**src/rtl/ldtu_sched_pkg.sv**
```systemverilog
// Shared types and constants for the LiTe-DTU word scheduler: FSM encoding,
// idle filler word and the mode-change marker words.
package ldtu_sched_pkg;

  typedef enum logic [1:0] {
    ST_NORMAL        = 2'd0,
    ST_DRAIN_TO_FB   = 2'd1,
    ST_FALLBACK      = 2'd2,
    ST_DRAIN_TO_NORM = 2'd3
  } sched_state_t;

  localparam logic [31:0] IDLE_WORD_DEF  = 32'hEAAAAAAA;
  localparam logic [31:0] MARKER_TO_FB   = 32'h5A5AF00B;
  localparam logic [31:0] MARKER_TO_NORM = 32'h5A5A000B;

  // Up to two words can be lost in one cycle (displaced source word plus a
  // marker hitting a full FIFO), so the increment is two bits wide.
  function automatic logic [7:0] sat_add8(input logic [7:0] a, input logic [1:0] b);
    logic [8:0] s;
    s = {1'b0, a} + {7'b0, b};
    return s[8] ? 8'hFF : s[7:0];
  endfunction

endpackage

```
**src/rtl/ldtu_sched_fifo.sv**
```systemverilog
// Output word FIFO: register array with a combinational head, wrapping
// pointers, an occupancy level and write-drop indication on overflow.
module ldtu_sched_fifo #(
  parameter int DEPTH = 8,
  parameter int AW    = $clog2(DEPTH),
  parameter int LW    = AW + 1
) (
  input  logic          i_clk,
  input  logic          i_rst_n,
  input  logic          i_wr_en,
  input  logic [31:0]   i_wr_data,
  input  logic          i_rd_en,
  output logic [31:0]   o_rd_data,
  output logic          o_empty,
  output logic [LW-1:0] o_level,
  output logic          o_wr_drop
);

  logic [31:0]   r_mem [DEPTH];
  logic [AW-1:0] r_wr_ptr;
  logic [AW-1:0] r_rd_ptr;
  logic [LW-1:0] r_level;
  logic          w_empty;
  logic          w_full;
  logic          w_pop;
  logic          w_wr_do;

  assign w_empty = (r_level == '0);
  assign w_full  = (r_level == LW'(DEPTH));
  assign w_pop   = i_rd_en & ~w_empty;
  // A pop frees the head slot this cycle, so a full FIFO still takes the write.
  assign w_wr_do = i_wr_en & (~w_full | w_pop);

  assign o_rd_data = r_mem[r_rd_ptr];
  assign o_empty   = w_empty;
  assign o_level   = r_level;
  assign o_wr_drop = i_wr_en & w_full & ~w_pop;

  always_ff @(posedge i_clk) begin
    if (w_wr_do) begin
      r_mem[r_wr_ptr] <= i_wr_data;
    end
  end

  always_ff @(posedge i_clk or negedge i_rst_n) begin
    if (!i_rst_n) begin
      r_wr_ptr <= '0;
      r_rd_ptr <= '0;
      r_level  <= '0;
    end else begin
      if (w_wr_do) begin
        r_wr_ptr <= r_wr_ptr + 1'b1;
      end
      if (w_pop) begin
        r_rd_ptr <= r_rd_ptr + 1'b1;
      end
      case ({w_wr_do, w_pop})
        2'b10:   r_level <= r_level + 1'b1;
        2'b01:   r_level <= r_level - 1'b1;
        default: r_level <= r_level;
      endcase
    end
  end

endmodule

```
**src/rtl/ldtu_word_scheduler.sv**
```systemverilog
// LiTe-DTU word scheduler: selects normal/fallback source, drains across mode
// switches and queues words for the serializer. Optional: LDTU_SCHED_MARKER_EN.
module ldtu_word_scheduler
  import ldtu_sched_pkg::*;
#(
  parameter int          DEPTH     = 8,
  parameter int          GUARD_CYC = 4,
  parameter logic [31:0] IDLE_WORD = IDLE_WORD_DEF
) (
  input  logic                     CLK,
  input  logic                     rst_b,
  input  logic                     fallback_req,
  input  logic [31:0]              DATA_32,
  input  logic                     Load,
  input  logic [31:0]              DATA_32_FB,
  input  logic                     Load_FB,
  input  logic                     word_ready,
  output logic                     fallback,
  output logic [31:0]              word_out,
  output logic                     word_is_idle,
  output logic [$clog2(DEPTH):0]   fifo_level,
  output logic [7:0]               ovf_cnt,
  output logic                     switching
);

  localparam int              GW         = $clog2(GUARD_CYC) + 1;
  localparam logic [GW-1:0]   GUARD_LAST = GW'(GUARD_CYC - 1);

  sched_state_t r_state;
  logic [GW-1:0] r_guard;
  logic          r_fallback;
  logic          r_switching;
  logic [7:0]    r_ovf;

  logic          w_src_normal;
  logic          w_src_wr;
  logic [31:0]   w_src_data;
  logic          w_src_lost;
  logic          w_wr_en;
  logic [31:0]   w_wr_data;
  logic          w_fifo_drop;
  logic          w_fifo_empty;
  logic [31:0]   w_fifo_head;
  logic [1:0]    w_drop_inc;

  // The old source stays selected throughout its DRAIN state.
  assign w_src_normal = (r_state == ST_NORMAL) | (r_state == ST_DRAIN_TO_FB);
  assign w_src_wr     = w_src_normal ? Load : Load_FB;
  assign w_src_data   = w_src_normal ? DATA_32 : DATA_32_FB;

`ifdef LDTU_SCHED_MARKER_EN
  logic        r_mark_pend;
  logic [31:0] r_mark_word;

  assign w_wr_en    = r_mark_pend | w_src_wr;
  assign w_wr_data  = r_mark_pend ? r_mark_word : w_src_data;
  assign w_src_lost = r_mark_pend & w_src_wr;
`else
  assign w_wr_en    = w_src_wr;
  assign w_wr_data  = w_src_data;
  assign w_src_lost = 1'b0;
`endif

  assign w_drop_inc = {1'b0, w_fifo_drop} + {1'b0, w_src_lost};

  ldtu_sched_fifo #(
    .DEPTH (DEPTH)
  ) u_fifo (
    .i_clk     (CLK),
    .i_rst_n   (rst_b),
    .i_wr_en   (w_wr_en),
    .i_wr_data (w_wr_data),
    .i_rd_en   (word_ready),
    .o_rd_data (w_fifo_head),
    .o_empty   (w_fifo_empty),
    .o_level   (fifo_level),
    .o_wr_drop (w_fifo_drop)
  );

  assign word_out     = w_fifo_empty ? IDLE_WORD : w_fifo_head;
  assign word_is_idle = w_fifo_empty;
  assign fallback     = r_fallback;
  assign switching    = r_switching;
  assign ovf_cnt      = r_ovf;

  always_ff @(posedge CLK or negedge rst_b) begin
    if (!rst_b) begin
      r_state     <= ST_NORMAL;
      r_guard     <= '0;
      r_fallback  <= 1'b0;
      r_switching <= 1'b0;
      r_ovf       <= 8'd0;
`ifdef LDTU_SCHED_MARKER_EN
      r_mark_pend <= 1'b0;
      r_mark_word <= 32'd0;
`endif
    end else begin
      r_ovf <= sat_add8(r_ovf, w_drop_inc);
`ifdef LDTU_SCHED_MARKER_EN
      r_mark_pend <= 1'b0;
`endif
      case (r_state)
        ST_NORMAL: begin
          if (fallback_req) begin
            r_state     <= ST_DRAIN_TO_FB;
            r_guard     <= '0;
            r_switching <= 1'b1;
          end
        end
        ST_DRAIN_TO_FB: begin
          if (!fallback_req) begin
            r_state     <= ST_NORMAL;
            r_guard     <= '0;
            r_switching <= 1'b0;
          end else if (r_guard == GUARD_LAST) begin
            r_state     <= ST_FALLBACK;
            r_guard     <= '0;
            r_fallback  <= 1'b1;
            r_switching <= 1'b0;
`ifdef LDTU_SCHED_MARKER_EN
            r_mark_pend <= 1'b1;
            r_mark_word <= MARKER_TO_FB;
`endif
          end else begin
            r_guard <= r_guard + 1'b1;
          end
        end
        ST_FALLBACK: begin
          if (!fallback_req) begin
            r_state     <= ST_DRAIN_TO_NORM;
            r_guard     <= '0;
            r_switching <= 1'b1;
          end
        end
        ST_DRAIN_TO_NORM: begin
          if (fallback_req) begin
            r_state     <= ST_FALLBACK;
            r_guard     <= '0;
            r_switching <= 1'b0;
          end else if (r_guard == GUARD_LAST) begin
            r_state     <= ST_NORMAL;
            r_guard     <= '0;
            r_fallback  <= 1'b0;
            r_switching <= 1'b0;
`ifdef LDTU_SCHED_MARKER_EN
            r_mark_pend <= 1'b1;
            r_mark_word <= MARKER_TO_NORM;
`endif
          end else begin
            r_guard <= r_guard + 1'b1;
          end
        end
        default: begin
          r_state <= ST_NORMAL;
        end
      endcase
    end
  end

endmodule

```
**config.mk**
```make
export PLATFORM = sky130hd
export DESIGN_NAME = ldtu_word_scheduler
export DESIGN_NICKNAME = d
export VERILOG_FILES = /design/src/rtl/ldtu_sched_pkg.sv /design/src/rtl/ldtu_sched_fifo.sv /design/src/rtl/ldtu_word_scheduler.sv
export SDC_FILE = /design/constraint.sdc
export NUM_CORES = 1
export LEC_CHECK = 0
export CORE_MARGIN = 3
export CORE_UTILIZATION = 45
export CTS_BUF_LIST = sky130_fd_sc_hd__clkbuf_2 sky130_fd_sc_hd__clkbuf_4 sky130_fd_sc_hd__clkbuf_8
export DETAILED_ROUTE_END_ITERATION = 16
export GPL_ROUTABILITY_DRIVEN = 0
export PLACE_DENSITY = 0.67
export SYNTH_ARGS = -nofsm -noshare
export SYNTH_HDL_FRONTEND = slang
export SYNTH_SLANG_ARGS = --single-unit
```
**constraint.sdc**
```tcl
create_clock -name CLK -period 6.75 [get_ports CLK]
set_input_delay 1.0125 -clock CLK [delete_from_list [all_inputs] [get_ports CLK]]
set_output_delay 1.0125 -clock CLK [all_outputs]
set_load 0.005 [all_outputs]
```
==> results.txt <==
This memo summarizes the results of the implementation run.

Run status
The flow ran to the end, and the final reports show no timing, DRC or antenna violations.

Timing
Once routing completed, OpenROAD measured the worst setup slack at 2.252 ns. The total of endpoints with negative setup slack in the final report is 0. The worst pin sits at a relative slew slack of 20.96%. For reference, the final report shows the hold violation count at 0. For reference, the final report shows the max-slew violation count at 0.

Setup repair after global routing left no endpoint under its margin. The minimum clock period after layout is 4.498 ns.

Synthesis
After synthesis, the most frequently instantiated cells are sky130_fd_sc_hd__edfxtp_1 (256), sky130_fd_sc_hd__mux4_2 (64), sky130_fd_sc_hd__mux2_2 (35). The most frequently used flop master after synthesis is sky130_fd_sc_hd__edfxtp_1. Summed over its instances, the top area cell type makes up 67.23% of the synthesized netlist area. Warnings reported by Yosys during synthesis add up to 0. The synth_stat.txt file lists the number of cells as 567. Counting flops with a built-in enable in the synthesized netlist gives 256. For this run, the register share of the synthesized area comes to 72.70%.

The chip area line in the Yosys stat output reads 0.01143 mm².

Floorplan
The core utilization before placement is 46.34%. Pin placement for this block handled 117 I/O pins. In this run the core area contains 57 standard-cell rows. The overall die width is 165.4 µm.

CTS
Per the TritonCTS log, the buffer count is 44. Looking at the post-CTS report, the setup buffer insertion count equals 0. TritonCTS built the clock tree. In the CTS report, the clock slew at the register clock pins of the worst setup and hold paths is listed as 0.06 ns. Hold repair after CTS inserted 0 buffers. The buffer levels on the longest clock path is 3.

The insertion delay to the later sink of the worst-skew pair is 0.55 ns. Post-CTS repair ended up resizing 0 cells. The root cell of the clock tree is sky130_fd_sc_hd__clkbuf_8.

Flow run
OpenROAD emitted warnings numbering 27. The tool flagged a number of max-cap violations equal to 0.

Route
The final routed DRC violation total is 0. According to the report, the first pass of detailed routing completed in 4 iterations. The length of routed wiring on met1 is 9524 µm.

The detailed router placed 5824 vias in this run. After the first detailed-routing iteration, the DRC count stood at 389. The total met3 wirelength after detailed routing is 1783 µm.

Finish
For the completed layout, the total cell area is recorded as 0.01381 mm². The count of inverters other than clock inverters in the layout is 6. The repair_antennas step left the layout with diodes totalling 0.

The clock buffer instance count of the final layout is 63. The fraction of cell area in multi-input combinational cells is reported as 21.44%. The layout has 131 buffers outside the clock class. In the final layout, clock buffers and inverters account for 5.970% of the cell area.

The area taken by multi-input logic gates is 0.002962 mm². The final layout net count is 795. The most area-hungry cell class in the final design is flip-flops and latches.

Placed design
Once placement finished, the instance area stood at 0.01299 mm². The pre-CTS setup slack is 2.711 ns. The count of buffers inserted at the top-level ports is 116.

Worst setup path
The arrival time reported for the critical path endpoint is 3.49 ns. The number of buffers and inverters on the critical path is 2. The worst setup path is captured at an output port. Listed in order, past its start point the critical path passes buf_4 > mux4_2 > mux2i_1 > nor2_1 > clkdlybuf4s50_1.

The critical path capture point is word_out[26]. The longest incremental delay of any stage on the critical path is reported as 0.98 ns. The worst setup path is launched from a register. The number of cells on the critical path is 5. The class of the most critical setup path is reg -> out.

For flop-to-flop paths, the worst setup slack is 3.29 ns. The worst endpoint required time is 5.74 ns.

Hold path
The origin of the worst min-delay path is r_guard[2]$_DFFE_PN0P_.

Pwr
The script extracted a total leakage power of 4.725 nW. The power per cell area is 437.2 mW/mm².

Global routing
The number of global-route vias before repair is 6245. The global-route wire length before repair is 35760 µm. The number of antenna violations at the first check in global routing is 0.

met3 track demand over resource after global routing is 3.093%. Global routing used 29.17% of the available met2 tracks. Global routing finished with a remaining overflow of 0.

The largest net degree at the start of global routing is 67. In the global route stage, met1 resource usage came out at 23.76%.
[report_power, final]
part           switching, W  internal [W]
Combinational      0.000838       0.00111
Sequential         0.000358       0.00238
Clock              0.000609      0.000747
[kinds of logic after synthesis]
logic type | synth area share, %
DFF | 72.70
muxes | 19.04
xor gates and xnor gates | 0.8316
and+or+nand+nor | 3.688
buffers and inverters | 1.794
adders and majority gates | 0.8754
AOI/OAI and AO/OA | 1.072
[state kept, by name (all words and copies together) (netlist names), named ones only]
signal	cells
switching	1
u_fifo.r_wr_ptr	3
r_guard	3
fallback	1
u_fifo.r_rd_ptr	3
u_fifo.o_level	4
r_state	1
ovf_cnt	8
u_fifo.r_mem	256
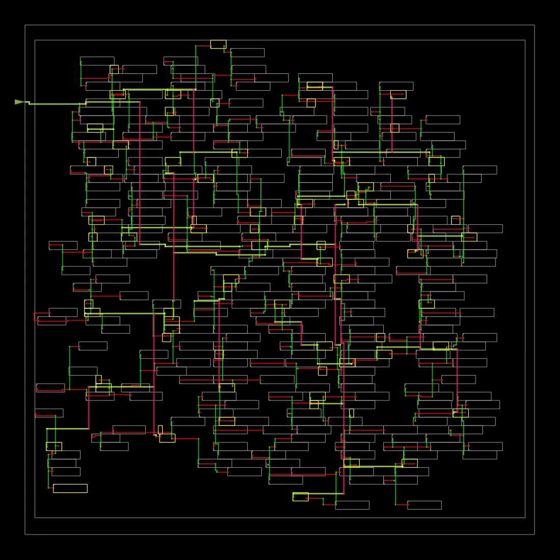
(images/clocks.png)
number of sinks on the clock net: 281
seq_cells: 281

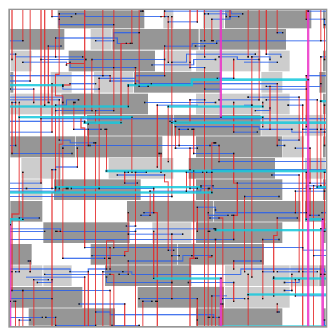
(images/detail.png)
Window x 63 to 103, y 63 to 103 µm. Cells in grey, sequential cells in the stronger grey; small squares are vias.
Red shows metal 2. Blue shows metal 1. Magenta shows metal 4. Cyan shows metal 3.
53 logic cells have their middle in the window. Sequential cells in the window: 27. Most frequent: edfxtp_1 (27), mux4_2 (7). Netlist names of flops here include u_fifo.r_mem (27).

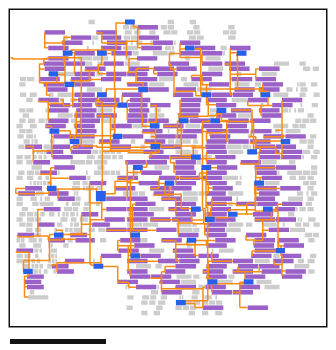
(images/clk_routes.png)
Scale bar: 50 µm.
Orange shows clock wires, length 3250 µm. Purple shows flip-flops, count 281. Blue shows clock drivers, count 44.
There are 45 routed clock nets. Position of the flops: all over the die.

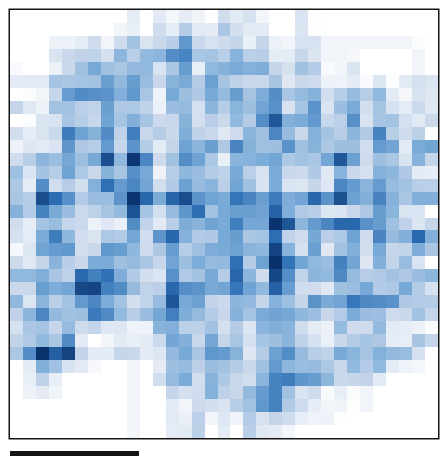
(images/metal_density.png)
Scale bar: 50 µm. The die is cut into 33 by 33 equal tiles; white is low, dark blue is high, scaled to the fullest tile. Values are wire area over tile area, all layers added.
15% of the tiles are nearly empty. The mean over all tiles is 0.14. The fullest tile reaches 0.45. The densest ninth of the die: centre. 18% of the tiles are over half the peak.

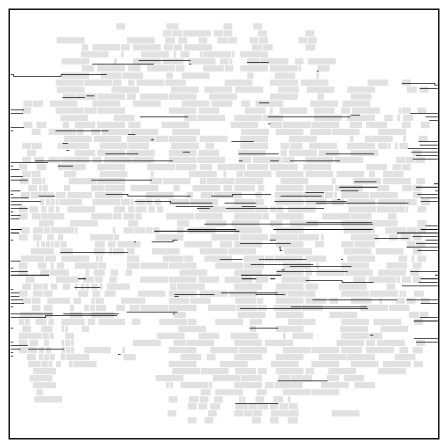
(images/layer_met3.png)
Cells faint in the background.
The wires run mostly horizontal. 109 nets have wire on it. The longest straight run is 64.9 µm. The layer holds 7.7% of the routed length. The layer carries 1780 µm of wire.

Power is estimated from default activity; no workload was simulated.
